### src/rtl/rob_if.sv
// Decode / CDB / commit bundle of the reorder-buffer controller.
// alloc_i is accepted only in a cycle where stall_o is low; commitAck_i retires only in a cycle where commitValid_o is high.
interface rob_if #(
    parameter int TW = 6
);
    logic          alloc_i;
    logic [TW-1:0] allocTag_o;
    logic          stall_o;
    logic          doneValid_i;
    logic [TW-1:0] doneTag_i;
    logic [TW-1:0] headTag_o;
    logic          commitValid_o;
    logic          commitAck_i;
    logic          flush_i;
    logic [TW-1:0] count_o;

    modport master (
        output alloc_i, doneValid_i, doneTag_i, commitAck_i, flush_i,
        input  allocTag_o, stall_o, headTag_o, commitValid_o, count_o
    );

    modport slave (
        input  alloc_i, doneValid_i, doneTag_i, commitAck_i, flush_i,
        output allocTag_o, stall_o, headTag_o, commitValid_o, count_o
    );
endinterface

### src/rtl/rob_ctrl.sv
// Reorder-buffer bookkeeping: per-entry occupied/done bits, circular head/tail tags 1..ROBsize
// (tag 0 means "value in regfile"), and a one-cycle flush state after a mispredict.
module rob_ctrl #(
    parameter int ROBsize    = 32,
    parameter int ROBsizeLog = $clog2(ROBsize + 1)
) (
    input  logic  clk_i,
    input  logic  reset_i,
    rob_if.slave  rob,
    output logic  dbg_state_o
);
    typedef enum logic {
        ST_RUN   = 1'b0,
        ST_FLUSH = 1'b1
    } state_e;

    localparam logic [ROBsizeLog-1:0] TAG_ONE = ROBsizeLog'(1);
    localparam logic [ROBsizeLog-1:0] TAG_MAX = ROBsizeLog'(ROBsize);

    state_e                state_q, state_d;
    logic [ROBsize:0]      occ_q, occ_d;
    logic [ROBsize:0]      done_q, done_d;
    logic [ROBsizeLog-1:0] head_q, head_d;
    logic [ROBsizeLog-1:0] tail_q, tail_d;
    logic [ROBsizeLog-1:0] count_q, count_d;

    logic stall;
    logic commit_valid;
    logic do_alloc;
    logic do_retire;
    logic done_hit;

    function automatic logic [ROBsizeLog-1:0] next_tag(input logic [ROBsizeLog-1:0] t);
        return (t == TAG_MAX) ? TAG_ONE : t + TAG_ONE;
    endfunction

    always_comb begin
        stall        = (count_q == TAG_MAX) || (state_q == ST_FLUSH);
        commit_valid = (state_q == ST_RUN) && occ_q[head_q] && done_q[head_q];
        do_alloc     = rob.alloc_i && !stall;
        do_retire    = rob.commitAck_i && commit_valid;

        // A completion for the slot being allocated this cycle is stale; the new entry starts not done.
        done_hit = 1'b0;
        if (rob.doneValid_i && (rob.doneTag_i != '0) && (rob.doneTag_i <= TAG_MAX)) begin
            if (occ_q[rob.doneTag_i] && !(do_alloc && (rob.doneTag_i == tail_q))) begin
                done_hit = 1'b1;
            end
        end
    end

    always_comb begin
        state_d = state_q;
        occ_d   = occ_q;
        done_d  = done_q;
        head_d  = head_q;
        tail_d  = tail_q;
        count_d = count_q;

        case (state_q)
            ST_RUN: begin
                if (rob.flush_i) begin
                    state_d = ST_FLUSH;
                    occ_d   = '0;
                    done_d  = '0;
                    head_d  = TAG_ONE;
                    tail_d  = TAG_ONE;
                    count_d = '0;
                end else begin
                    if (done_hit) begin
                        done_d[rob.doneTag_i] = 1'b1;
                    end
                    if (do_retire) begin
                        occ_d[head_q] = 1'b0;
                        head_d        = next_tag(head_q);
                    end
                    if (do_alloc) begin
                        occ_d[tail_q]  = 1'b1;
                        done_d[tail_q] = 1'b0;
                        tail_d         = next_tag(tail_q);
                    end
                    case ({do_alloc, do_retire})
                        2'b10:   count_d = count_q + TAG_ONE;
                        2'b01:   count_d = count_q - TAG_ONE;
                        default: count_d = count_q;
                    endcase
                end
            end
            ST_FLUSH: begin
                state_d = ST_RUN;
            end
            default: begin
                state_d = ST_RUN;
            end
        endcase
    end

    always_ff @(posedge clk_i) begin
        if (reset_i) begin
            state_q <= ST_RUN;
            occ_q   <= '0;
            done_q  <= '0;
            head_q  <= TAG_ONE;
            tail_q  <= TAG_ONE;
            count_q <= '0;
        end else begin
            state_q <= state_d;
            occ_q   <= occ_d;
            done_q  <= done_d;
            head_q  <= head_d;
            tail_q  <= tail_d;
            count_q <= count_d;
        end
    end

    assign rob.allocTag_o    = tail_q;
    assign rob.headTag_o     = head_q;
    assign rob.stall_o       = stall;
    assign rob.commitValid_o = commit_valid;
    assign rob.count_o       = count_q;
    assign dbg_state_o       = state_q;
endmodule

### src/flat_wrapper.sv
// flat-port wrapper written by rule: the top's interface ports become plain ports
module rob_ctrl_flat 
#(
    parameter int ROBsize    = 32,
    parameter int ROBsizeLog = $clog2(ROBsize + 1)
)
  (clk_i, reset_i, dbg_state_o, rob_alloc_i, rob_doneValid_i, rob_doneTag_i, rob_commitAck_i, rob_flush_i, rob_allocTag_o, rob_stall_o, rob_headTag_o, rob_commitValid_o, rob_count_o);
  rob_if #(.TW((4))) rob_i ();
  input  logic clk_i;
  input  logic reset_i;
  output logic dbg_state_o;
  input wire logic [$bits(rob_i.alloc_i)-1:0] rob_alloc_i;
  input wire logic [$bits(rob_i.doneValid_i)-1:0] rob_doneValid_i;
  input wire logic [$bits(rob_i.doneTag_i)-1:0] rob_doneTag_i;
  input wire logic [$bits(rob_i.commitAck_i)-1:0] rob_commitAck_i;
  input wire logic [$bits(rob_i.flush_i)-1:0] rob_flush_i;
  output wire logic [$bits(rob_i.allocTag_o)-1:0] rob_allocTag_o;
  output wire logic [$bits(rob_i.stall_o)-1:0] rob_stall_o;
  output wire logic [$bits(rob_i.headTag_o)-1:0] rob_headTag_o;
  output wire logic [$bits(rob_i.commitValid_o)-1:0] rob_commitValid_o;
  output wire logic [$bits(rob_i.count_o)-1:0] rob_count_o;
  assign rob_i.alloc_i = rob_alloc_i;
  assign rob_i.doneValid_i = rob_doneValid_i;
  assign rob_i.doneTag_i = rob_doneTag_i;
  assign rob_i.commitAck_i = rob_commitAck_i;
  assign rob_i.flush_i = rob_flush_i;
  assign rob_allocTag_o = rob_i.allocTag_o;
  assign rob_stall_o = rob_i.stall_o;
  assign rob_headTag_o = rob_i.headTag_o;
  assign rob_commitValid_o = rob_i.commitValid_o;
  assign rob_count_o = rob_i.count_o;
  rob_ctrl #(.ROBsize(ROBsize), .ROBsizeLog(ROBsizeLog)) u_core (.clk_i(clk_i), .reset_i(reset_i), .rob(rob_i), .dbg_state_o(dbg_state_o));
endmodule
### config.mk
export PLATFORM = sky130hd
export DESIGN_NAME = rob_ctrl_flat
export DESIGN_NICKNAME = d
export VERILOG_FILES = /design/src/rtl/rob_if.sv /design/src/rtl/rob_ctrl.sv /design/src/flat_wrapper.sv
export SDC_FILE = /design/constraint.sdc
export NUM_CORES = 1
export LEC_CHECK = 0
export ABC_AREA = 1
export CAP_MARGIN = 10
export CORE_ASPECT_RATIO = 0.9
export CORE_UTILIZATION = 35
export CTS_CLUSTER_SIZE = 25
export DETAILED_ROUTE_END_ITERATION = 8
export PLACE_DENSITY_LB_ADDON = 0.1
export SYNTH_ARGS = -nofsm -noshare
export SYNTH_HDL_FRONTEND = slang
export SYNTH_SLANG_ARGS = --single-unit
### constraint.sdc
create_clock -name clk_i -period 3.1 [get_ports clk_i]
set_input_delay 0.93 -clock clk_i [delete_from_list [all_inputs] [get_ports clk_i]]
set_output_delay 0.93 -clock clk_i [all_outputs]
set_load 0.05 [all_outputs]
==> summary.txt <==
Results of the full flow below.

Worst setup path:
- Max fanout on the critical path was recorded as 17.
- The worst register-to-register path depth is 22.
- The run gives the delay of the slowest cell on the worst path as 370 ps.
- The largest individual stage delay along the critical path comes from the cell sky130_fd_sc_hd__dfxtp_4.
- The run puts the critical path required time at 2170 ps.
- The endpoint identified for the worst register-to-register timing path is u_core.count_q[5]$_SDFFE_PP0P_.
- The run gives the launching element of the worst setup path as u_core.head_q[0]$_SDFFE_PP1P_.
- The run puts the flop-to-flop setup slack at between 200 and 250 ps.
- Looking at the setup timing report, the critical path kind is flip-flop to output port.
- STA classifies the critical path endpoint as an output port.
- The run gives the instance count on the critical path as 10.
- The run gives the largest delay contributor family on the critical path as buffers and inverters.
- The critical path contains buffers and inverters numbering 4 combined.
- Traced cell by cell, the critical path runs through buf_12 -> clkbuf_16 -> o211ai_1 -> nand2_1 -> o21ai_1 -> nand2_1 -> buf_4 -> nor2_4 -> nor2_4 -> buf_12.
- STA lists the startpoint of the worst register-to-register path as u_core.head_q[0]$_SDFFE_PP1P_.
- The most critical setup path has its endpoint at rob_commitValid_o.
- Data arrives at the worst endpoint at between 2000 and 2500 ps.
- STA classifies the critical path startpoint as a flip-flop.

Finish:
- By area, the class that comes first in the final layout consists of multi-input combinational cells.
- The run puts the logic share of the area at 0.521.
- Of the cells placed in the final design, the portion with a size suffix greater than 1 is 0.106.
- Non-clock buffers in the final layout number 70.
- Between the synthesized netlist and the finished layout, the area growth was recorded as 17.3%.
- The run puts the portion of the layout cell area used by clock cells at 0.0446.
- The run puts the number of clock buffer instances in the layout at 9.
- The run gives the share of final layout cell area taken by non-clock buffers as 0.0952.
- The top cell type in the final layout, fill and taps aside, is sky130_fd_sc_hd__nand2_1.
- The run gives the tally of filler cells in the layout as 1,779.
- The run gives the antenna cell count as 0.
- In the layout the commonest cells are sky130_fd_sc_hd__nand2_1 (363), sky130_fd_sc_hd__nor2_1 (126), sky130_fd_sc_hd__dfxtp_1 (82).
- The run gives the area of the multi-input gates as between 3000 and 4000 µm².
- The run puts the number of combinational gates with multiple inputs at around 760.
- The run puts the number of non-clock inverters in the layout at 80.
- The run gives the final sequential cell count as about 85.
- At the end of the flow, the number of nets in the layout was a little over 1,000.

Hold path:
- STA reports the tightest min-delay check as being of type flip-flop to flip-flop.
- The run gives the worst hold path depth as 2.
- Looking at hold timing, the worst path starts from u_core.done_q[19]$_SDFFE_PP0P_.
- Hold analysis lists the worst path endpoint as u_core.done_q[19]$_SDFFE_PP0P_.

Floorplanning:
- The run gives the area inside the core boundary as 16,100 µm².
- The run gives the die boundary height as around 120 µm.
- The run gives the effective utilization at floorplan as 0.359.
- The run puts the die outline area at approximately 17,000 µm².
- The run puts the die span in x at ~140 µm.
- The run gives the floorplan row count as about 44.
- The run puts the well tap count at 207.

CTS:
- TritonCTS built the clock tree.
- In this run the deepest clock path goes through 2 buffers.
- Looking at the clock tree report, the H-tree level count equals 3.
- The run puts the register clock-pin slew on the reported worst setup and hold paths at around 60 ps.
- The number of clock buffers added by TritonCTS is 9.
- The run puts the clock latency at the later pin of the worst-skew pair at between 300 and 400 ps.
- The run gives the number of sinks handled by clock tree synthesis as between 80 and 90.
- CTS placed an instance of sky130_fd_sc_hd__clkbuf_16 at the clock tree root.

Drt:
- For this run, the detailed router reports a per-instance via density of about 5.2.
- The run puts the DRC marker count from the first detailed-route iteration at 525.
- The run puts the count of antenna-violating nets left after detailed routing at 0.
- Before antenna repair, the detailed router went through 8 iterations.
- The run gives the number of remaining DRC errors as 0.

GRT:
- The run puts the number of antenna violations at the first check in global routing at 0.
- The run gives the global-route wire length before repair as about 32,000 µm.
- The run puts the number of global-route vias before repair at 5,475.
- The run puts the maximum number of pins on one net before global-route repair at between 60 and 70.
- The run gives the overflow left after global routing as 0.

Yosys:
- After synthesis, the chip area reported by Yosys is 5780 µm².
- The run puts the instance count of the mapped netlist at 978.
- Sorting the synthesized cells by area gives the leading types as sky130_fd_sc_hd__dfxtp_1 (29%), sky130_fd_sc_hd__nand2_1 (24%), sky130_fd_sc_hd__nor2_1 (8.4%).
- Of all cell types, the one taking the most synthesized area is sky130_fd_sc_hd__dfxtp_1.
- The run puts the area of the mapped netlist at roughly 5800 µm².
- In this run, the synthesized area fraction spent on xor and xnor cells is recorded as 0.00757.
- The run puts the count of unique library cells instantiated by Yosys at between 40 and 50.
- The run gives the compound-gate portion of the synthesized area as 0.123.
- The run puts the number of nets at floorplan at ~1,000.
- The run puts the synthesized flop and latch total at approximately 85.
- The run gives the combinational family with the most area after synthesis as simple AND/OR/NAND/NOR gates.
- The run gives the number of warning messages in the yosys log as 0.
- The run puts the average instance area after synthesis at 5.91 µm².
- The run gives the fraction of post-synthesis cell area in the top cell type by area as 0.294.
- The run gives the area fraction in and, or, nand and nor cells as 0.444.
- In the Yosys report the total cell count is 978.
- Per the synthesis report, the adder-cell share of the synthesized area is 0.0208.
- The run gives the mux share of post-synthesis cell area as 0.
- The run puts the fraction of the yosys area taken by sequential cells at 0.294.

Pwr:
- Total power normalized to cell area comes to between 400 and 500 nW/µm².
- The analysis attributes to cell leakage a power of about 2.8 nW.
- The run gives the maximum vdd drop as around 0.27 mV.

Job:
- The run puts the number of max-cap violations at 0.
- The run gives the number of warnings in the stage logs as 28.

Placed design:
- The run gives the minimum setup slack after placement as -26.8 ps.
- The run puts the final weighted congestion of routability-driven global placement at 0.864.
- The run puts the post-detailed-placement half-perimeter wirelength at ~14,000 µm.

Final timing:
- The run puts the final worst clock skew at around 5.7 ps.
- The run gives the count of endpoints failing setup in the final report as 0.
- The run gives the final period demand of the worst path as about 3000 ps.
- The run puts the highest clock frequency the design can meet at 0.332 GHz.
- The run puts the number of pins with negative max-slew slack in the final report at 0.
- The run puts the worst setup slack after layout at 86.2 ps.
- The run gives the share of the cycle needed by the critical path after routing as 0.972.
- The run gives the hold violation total from the final report as 0.
- Across all checked pins, the minimum headroom to the slew limit is 0.470.
- The run gives the measured slew at the worst slew-check pin as just under 800 ps.

Outcome:
- The flow ran to the end, and the final reports show no timing, DRC or antenna violations.
## registers in the layout (all words and copies together), names as in the netlist
name and cells:
u_core.tail_q 6, u_core.occ_q 33, u_core.head_q 6, u_core.done_q 33
u_core.count_q 6, u_core.dbg_state_o 1
## metal layers
| layer | part of all wire | GRT usage | vias up |
|---|---|---|---|
| met3 | 0.071 | 0.0549 | 25 |
| li1 | - | - | 3180 |
| met4 | 0.016 | 0.0625 | 0 |
| met5 | 0 | 0 | - |
| met1 | 0.49 | 0.361 | 2889 |
| met2 | 0.42 | 0.362 | 233 |
## where the power goes
group	internal, W	leakage [nW]	switching, W
clock network	0.000694	0.147	0.000468
logic	0.000173	1.99	0.000388
registers	0.00111	0.687	0.0000216
total	0.00197	2.83	0.000877
## repair_timing
item,4_1_cts,5_1_grt
setup buffers,0,5
gates resized,1,25
endpoints found under the hold margin,0,0
hold buffers,0,0
gates cloned,0,3
pin swaps,0,9
endpoints found under the setup margin,1,3
## synthesized netlist by cell type, drive strengths merged
cell type  instances
a21oi             69
a31oi              4
and3               1
buf               33
clkbuf            27
clkinv             2
dfxtp             85
fa                 1
ha                 8
inv               76
nand2            371
nand3             37
nand4             42
nor2             134
nor3              19
nor4               3
o211ai             6
o21a               2
o21ai             45
o22ai              6
o31ai              1
or2                1
xnor2              3
xor2               2
## kinds of logic (layout without fill, tap and decap cells)
family | Yosys count | after routing
buffers and inverters | 138 | 164
xor gates and xnor gates | 5 | 5
DFF | 85 | 85
and+or+nand+nor | 608 | 608
AOI/OAI and AO/OA | 133 | 133
adders and majority gates | 9 | 9
## metrics by stage
step           setup TNS, ps  cells  total power [W]  hold WS (ps)  area (µm²)
2_1_floorplan              0    978          0.00150           421        5780
3_5_place_dp           -26.8   1189          0.00166           440        6270
4_1_cts                    0   1203          0.00282           451        6580
5_1_grt                -14.8   1211          0.00296           463        6780
3_3_place_gp          -0.215   1189          0.00166           442        6270
6_report                   0   1211          0.00285           451        6780
## worst register-to-register path, stage by stage (launching register included)
cell and delay (ps):
sky130_fd_sc_hd__dfxtp_4 390, sky130_fd_sc_hd__buf_12 110, sky130_fd_sc_hd__clkbuf_16 170, sky130_fd_sc_hd__nand2_1 70, sky130_fd_sc_hd__nand3_1 80, sky130_fd_sc_hd__nand4_1 170
sky130_fd_sc_hd__nand2_2 160, sky130_fd_sc_hd__nand3_4 110, sky130_fd_sc_hd__nor2_8 140, sky130_fd_sc_hd__nand4_4 90, sky130_fd_sc_hd__inv_2 100, sky130_fd_sc_hd__ha_4 200
sky130_fd_sc_hd__a21oi_1 120, sky130_fd_sc_hd__nand2_1 80, sky130_fd_sc_hd__nand2_1 60, sky130_fd_sc_hd__nand2_1 60, sky130_fd_sc_hd__a21oi_2 130, sky130_fd_sc_hd__xor2_1 190
sky130_fd_sc_hd__inv_1 60, sky130_fd_sc_hd__nand3_1 80, sky130_fd_sc_hd__nand2_1 60, sky130_fd_sc_hd__nand2_1 50, sky130_fd_sc_hd__a21oi_1 50
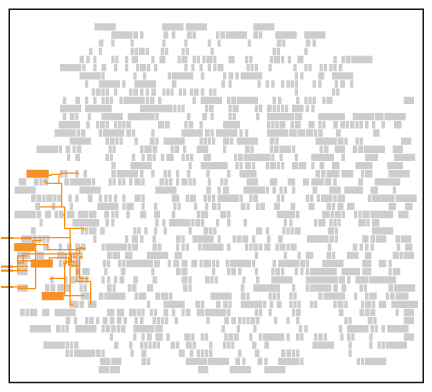
(images/port_trees.png)
Drawn at 3 px/µm.
| color | port | bits | direction | end cells | wire |
|---|---|---|---|---|---|
| orange | rob_allocTag_o | 4 | output | 4 | 295 µm |
number of top-level pins: 25
number of port buffers: 24

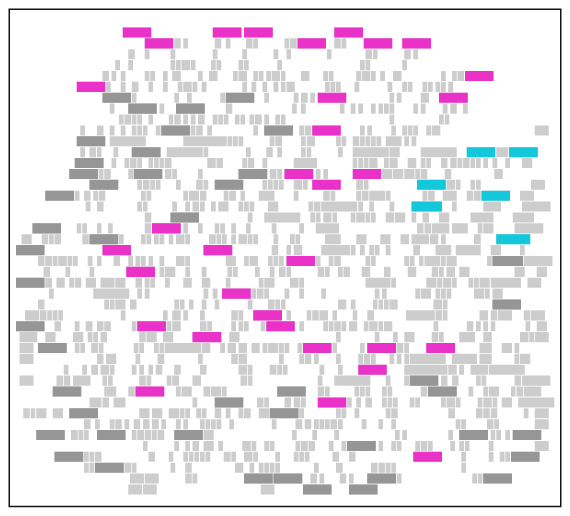
(images/ff_map.png)
Drawn at 4 px/µm. Other sequential cells in the stronger gray, the rest of the logic in the fainter gray.
| color | netlist name | flops |
|---|---|---|
| cyan | u_core.head_q | 6 |
| magenta | u_core.occ_q | 33 |
not colored: 46
Util after Layout: 0.420
sequential standard cell area: 1710 µm²
Seq area share: 0.252
power attributed to sequential cells: 0.00113 W

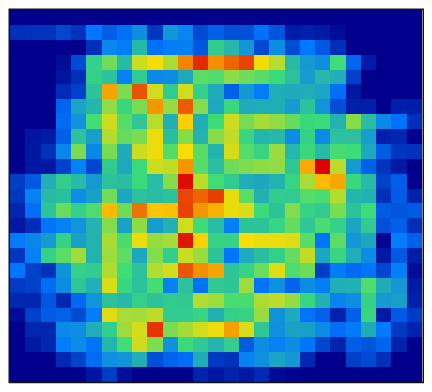
(images/route_heat.png)
Drawn at 3 px/µm. 27 x 25 tiles, from dark blue (low) to red (high), scaled to the fullest tile. Values are wire area over tile area, all layers added.
fullest tile: 0.58
tiles over half the peak: 25%
nearly empty tiles: 15%
mean over tiles: 0.19

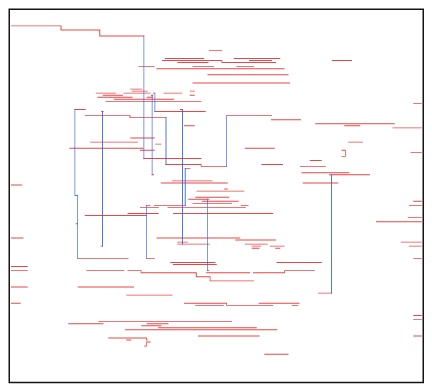
(images/layers.png)
Drawn at 3 px/µm. Two of the layers only.
| color | layer | wire length |
|---|---|---|
| blue | M4 | 340 µm |
| red | M3 | 1,460 µm |
routed wire length: 20,600 µm
global-route total usage across every layer: 0.247
total via count after detailed routing: 6,327
routed length per placed instance: 17.0 µm

No activity file was given, so power comes from the tool's default toggle rates.
